## config.mk

```make
export PLATFORM = sky130hd
export DESIGN_NAME = seq_alu
export DESIGN_NICKNAME = d
export VERILOG_FILES = /design/src/rtl/alu_pkg.sv /design/src/rtl/logic_unit_n.sv /design/src/rtl/seq_alu.sv
export SDC_FILE = /design/constraint.sdc
export NUM_CORES = 1
export LEC_CHECK = 0
export CORE_MARGIN = 2
export CORE_UTILIZATION = 60
export CTS_BUF_LIST = sky130_fd_sc_hd__clkbuf_8
export DETAILED_ROUTE_END_ITERATION = 12
export PLACE_DENSITY = 0.92
export SYNTH_ARGS = -nofsm -noshare
export SYNTH_HDL_FRONTEND = slang
export SYNTH_SLANG_ARGS = --single-unit
```

## constraint.sdc

```tcl
create_clock -name clk -period 6.1 [get_ports clk]
set_input_delay 0.915 -clock clk [delete_from_list [all_inputs] [get_ports clk]]
set_output_delay 0.915 -clock clk [all_outputs]
set_load 0.005 [all_outputs]
```

## src/rtl/alu_pkg.sv

```systemverilog
`default_nettype none
// +----------------------------------------------------------------------+
// | alu_pkg: op-codes and FSM state encoding shared by the seq_alu slice  |
// | Revision: 1.0                                                          |
// +----------------------------------------------------------------------+
package alu_pkg;

    localparam logic [2:0] OP_AND = 3'b000;
    localparam logic [2:0] OP_OR  = 3'b001;
    localparam logic [2:0] OP_XOR = 3'b010;
    localparam logic [2:0] OP_NOR = 3'b011;
    localparam logic [2:0] OP_ADD = 3'b100;
    localparam logic [2:0] OP_SUB = 3'b101;
    localparam logic [2:0] OP_SLT = 3'b110;
    localparam logic [2:0] OP_MUL = 3'b111;

    typedef logic [0:0] state_t;
    localparam state_t ST_IDLE = 1'b0;
    localparam state_t ST_MUL  = 1'b1;

endpackage : alu_pkg
`default_nettype wire

```

## src/rtl/logic_unit_n.sv

```systemverilog
`default_nettype none
// +----------------------------------------------------------------------+
// | logic_unit_n: N-bit combinational AND/OR/XOR/NOR select               |
// | Revision: 1.0                                                          |
// +----------------------------------------------------------------------+
module logic_unit_n #(
    parameter int WIDTH = 32
) (
    input  logic [WIDTH-1:0] a,
    input  logic [WIDTH-1:0] b,
    input  logic [1:0]       sel,
    output logic [WIDTH-1:0] y
);

    always_comb begin
        y = '0;
        case (sel)
            2'b00:   y = a & b;
            2'b01:   y = a | b;
            2'b10:   y = a ^ b;
            default: y = ~(a | b);
        endcase
    end

endmodule : logic_unit_n
`default_nettype wire

```

## src/rtl/seq_alu.sv

```systemverilog
`default_nettype none
// +----------------------------------------------------------------------+
// | seq_alu: clocked N-bit ALU with handshake and shift-add multiplier    |
// | Revision: 1.0                                                          |
// +----------------------------------------------------------------------+
module seq_alu
    import alu_pkg::*;
#(
    parameter int WIDTH = 32
) (
    input  logic             clk,
    input  logic             rst_n,
    input  logic             start,
    input  logic [2:0]       op,
    input  logic [WIDTH-1:0] a,
    input  logic [WIDTH-1:0] b,
    output logic             ready,
    output logic             done,
    output logic [WIDTH-1:0] result,
    output logic [WIDTH-1:0] hi,
    output logic             zero,
    output logic             overflow
);

    localparam int CNT_W = $clog2(WIDTH) + 1;

    state_t           r_state;
    state_t           w_state_nxt;
    logic [WIDTH-1:0] r_mcand;
    logic [WIDTH-1:0] r_acc;
    logic [WIDTH-1:0] r_mplr;
    logic [CNT_W-1:0] r_cnt;
    logic [WIDTH-1:0] r_result;
    logic [WIDTH-1:0] r_hi;
    logic             r_zero;
    logic             r_ovf;
    logic             r_done;

    logic [WIDTH-1:0] w_logic;
    logic [WIDTH-1:0] w_sum;
    logic [WIDTH-1:0] w_diff;
    logic             w_lt;
    logic [WIDTH-1:0] w_res;
    logic             w_ovf;
    logic             w_accept;
    logic [WIDTH:0]   w_mul_sum;
    logic [WIDTH-1:0] w_acc_nxt;
    logic [WIDTH-1:0] w_mplr_nxt;
    logic             w_mul_last;

    logic_unit_n #(
        .WIDTH (WIDTH)
    ) u_logic (
        .a   (a),
        .b   (b),
        .sel (op[1:0]),
        .y   (w_logic)
    );

    // Single-cycle datapath
    assign w_sum  = a + b;
    assign w_diff = a - b;
    assign w_lt   = $signed(a) < $signed(b);

    always_comb begin
        w_res = '0;
        w_ovf = 1'b0;
        case (op)
            OP_AND, OP_OR, OP_XOR, OP_NOR: w_res = w_logic;
            OP_ADD: begin
                w_res = w_sum;
                w_ovf = (a[WIDTH-1] == b[WIDTH-1]) && (w_sum[WIDTH-1] != a[WIDTH-1]);
            end
            OP_SUB: begin
                w_res = w_diff;
                w_ovf = (a[WIDTH-1] != b[WIDTH-1]) && (w_diff[WIDTH-1] != a[WIDTH-1]);
            end
            OP_SLT:  w_res = {{(WIDTH-1){1'b0}}, w_lt};
            default: w_res = '0;
        endcase
    end

    // One shift-add step on the {acc, multiplier} product register; carry kept in bit WIDTH
    assign w_mul_sum  = {1'b0, r_acc} + (r_mplr[0] ? {1'b0, r_mcand} : '0);
    assign w_acc_nxt  = w_mul_sum[WIDTH:1];
    assign w_mplr_nxt = {w_mul_sum[0], r_mplr[WIDTH-1:1]};
    assign w_mul_last = (r_cnt == CNT_W'(WIDTH - 1));

    always_ff @(posedge clk or negedge rst_n) begin
        if (!rst_n) r_state <= ST_IDLE;
        else        r_state <= w_state_nxt;
    end

    always_comb begin
        w_state_nxt = r_state;
        case (r_state)
            ST_IDLE: if (start && op == OP_MUL) w_state_nxt = ST_MUL;
            ST_MUL:  if (w_mul_last)            w_state_nxt = ST_IDLE;
            default:                            w_state_nxt = ST_IDLE;
        endcase
    end

    always_comb begin
        ready    = (r_state == ST_IDLE);
        w_accept = ready && start;
    end

    always_ff @(posedge clk or negedge rst_n) begin
        if (!rst_n) begin
            r_mcand  <= '0;
            r_acc    <= '0;
            r_mplr   <= '0;
            r_cnt    <= '0;
            r_result <= '0;
            r_hi     <= '0;
            r_zero   <= 1'b0;
            r_ovf    <= 1'b0;
            r_done   <= 1'b0;
        end else begin
            r_done <= 1'b0;
            if (w_accept) begin
                if (op == OP_MUL) begin
                    r_mcand <= a;
                    r_mplr  <= b;
                    r_acc   <= '0;
                    r_cnt   <= '0;
                end else begin
                    r_result <= w_res;
                    r_hi     <= '0;
                    r_zero   <= (w_res == '0);
                    r_ovf    <= w_ovf;
                    r_done   <= 1'b1;
                end
            end else if (r_state == ST_MUL) begin
                r_acc  <= w_acc_nxt;
                r_mplr <= w_mplr_nxt;
                r_cnt  <= r_cnt + CNT_W'(1);
                if (w_mul_last) begin
                    r_result <= w_mplr_nxt;
                    r_hi     <= w_acc_nxt;
                    r_zero   <= (w_mplr_nxt == '0);
                    r_ovf    <= 1'b0;
                    r_done   <= 1'b1;
                end
            end
        end
    end

    assign done     = r_done;
    assign result   = r_result;
    assign hi       = r_hi;
    assign zero     = r_zero;
    assign overflow = r_ovf;

endmodule : seq_alu
`default_nettype wire

```

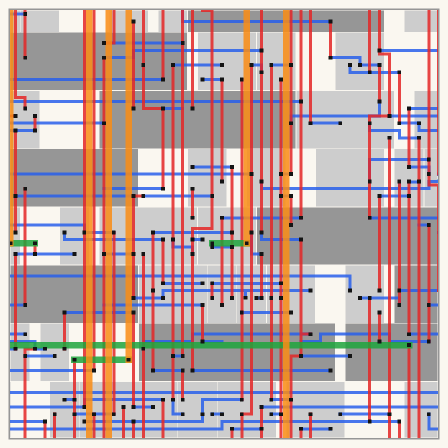
detail.png
Region (109, 30) to (129, 50) microns. Cells in gray, sequential cells in the stronger gray; small squares are vias.
blue -> metal 1
green -> metal 3
red -> metal 2
orange -> metal 4
netlist names of flops here include = `r_acc` (2), `r_mcand` (2), `r_mplr` (2)
sequential cells in the window = 6
cells with their middle in the window = 30
most frequent = nand2_1 (6), dfrtp_1 (6)

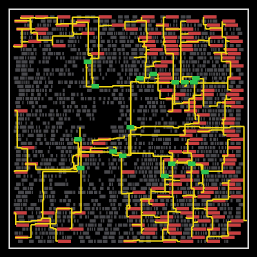
clk_routes.png
Drawn at 1.5 px/micron.
yellow -> clock wires  # length 2,490 microns
green -> clock drivers  # count 17
red -> flip-flops  # count 170
routed clock nets = 18
latest clock arrival within the worst-skew pair: 0.50 ns
Worst Skew: 0.0328 ns
clock power share: 0.189
clock group total power: 910 uW

==> results.sh <==
# flow metrics
export IMPL_synth_area_per_cell_sq_um=7.97
export IMPL_net_switching_power_mw=2.12
export IMPL_drt_first_iter_violations=1538
export IMPL_switching_share=0.441
export IMPL_hold_path_depth=2
export IMPL_top_level_ports=138
export IMPL_num_nets_final=2068
export IMPL_finalInstanceArea_sq_um=16300
export IMPL_dp_hpwl_microns=38000
export IMPL_maxCapViolations=0
export IMPL_yosysMostFrequentCell="nand2_1"
export IMPL_powerComb_mw=2.12
export IMPL_top_area_frac=0.298
export IMPL_fin_crit_sh=0.874
export IMPL_kind_of_capture_point_of_the_worst_setup_path="register"
export IMPL_ctsHoldBuffers=0
export IMPL_grt_setup_unrepaired="false"
export IMPL_status="completed"
export IMPL_crit_reg2reg_capture="r_acc[31]"
export IMPL_comb_area_sq_um=9220
export IMPL_grt_residual_overflow=0
export IMPL_cts_htree_levels=4
export IMPL_fp_row_count=56
export IMPL_static_leakage_power_nw=7.57
export IMPL_dpl_instance_area_sq_um=15800
export IMPL_achievable_frequency_mhz=188
export IMPL_synthDistinctLibCells=90
export IMPL_worst_hold_startpoint="r_mcand[18]"
export IMPL_postSynthNetCount=1997
export IMPL_mappedNetlistArea_sq_um=14300
export IMPL_gp_routability_congestion=1.04
export IMPL_final_core_utilization=0.695
export IMPL_power_sequential_fraction=0.369
export IMPL_critical_path_arrival_ns=5.72
export IMPL_synth_area_yosys_sq_um=14300
export IMPL_worstSetupStartpoint="a[0]"
export IMPL_common_cells="233 x nand2_1, 180 x a21oi_1, 170 x dfrtp_1"
export IMPL_final_critical_path_setup_slack_ns=0.770
export IMPL_fin_hold_ws_ns=0.484
export IMPL_worst_path_most_repeated_cell="nand4_1"
export IMPL_worst_endpoint_required_ns=6.49
export IMPL_areaGrowthSynthToFinish_pct=13.8
export IMPL_die_w_microns=158
export IMPL_placed_cells=2163
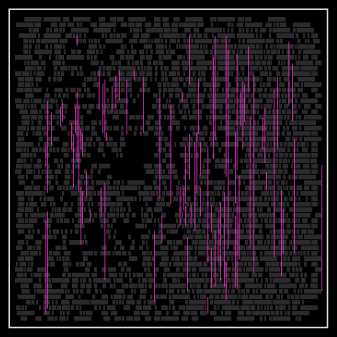
layer_met4.png
Drawn at 2 px/micron. Cells faint in the background.
wire length on this layer = 2,500 microns
main direction = vertical
share of all routed wire = 5.0%
nets with wire on the layer = 69

logic make-up (layout without fill, tap and decap cells):
family          after synthesis  after routing  synth area share
compound gates              612            612             0.272
simple gates                558            558             0.185
buf+inv                     214            298            0.0586
flops                       170            170             0.298
fa+ha+maj                   135            135             0.120
xor+xnor                     65             65            0.0398
mux                          38             38            0.0268
layout make-up:
class	instances	area share
Clock buffer	17	0.0144
Clock inverter	15	0.0127
Inverter	104	0.0241
Multi-Input combinational cell	1408	0.567
Sequential cell	170	0.261
Tap cell	319	0.0245
Timing Repair Buffer	162	0.0961
layer usage:
layer	share of wire	vias up	GRT usage
met5	0.00065	-	0
met4	0.050	2	0.184
met3	0.11	179	0.111
met2	0.45	857	0.642
met1	0.39	6851	0.521
li1	-	6532	-
Power and IR drop assume default switching activity.
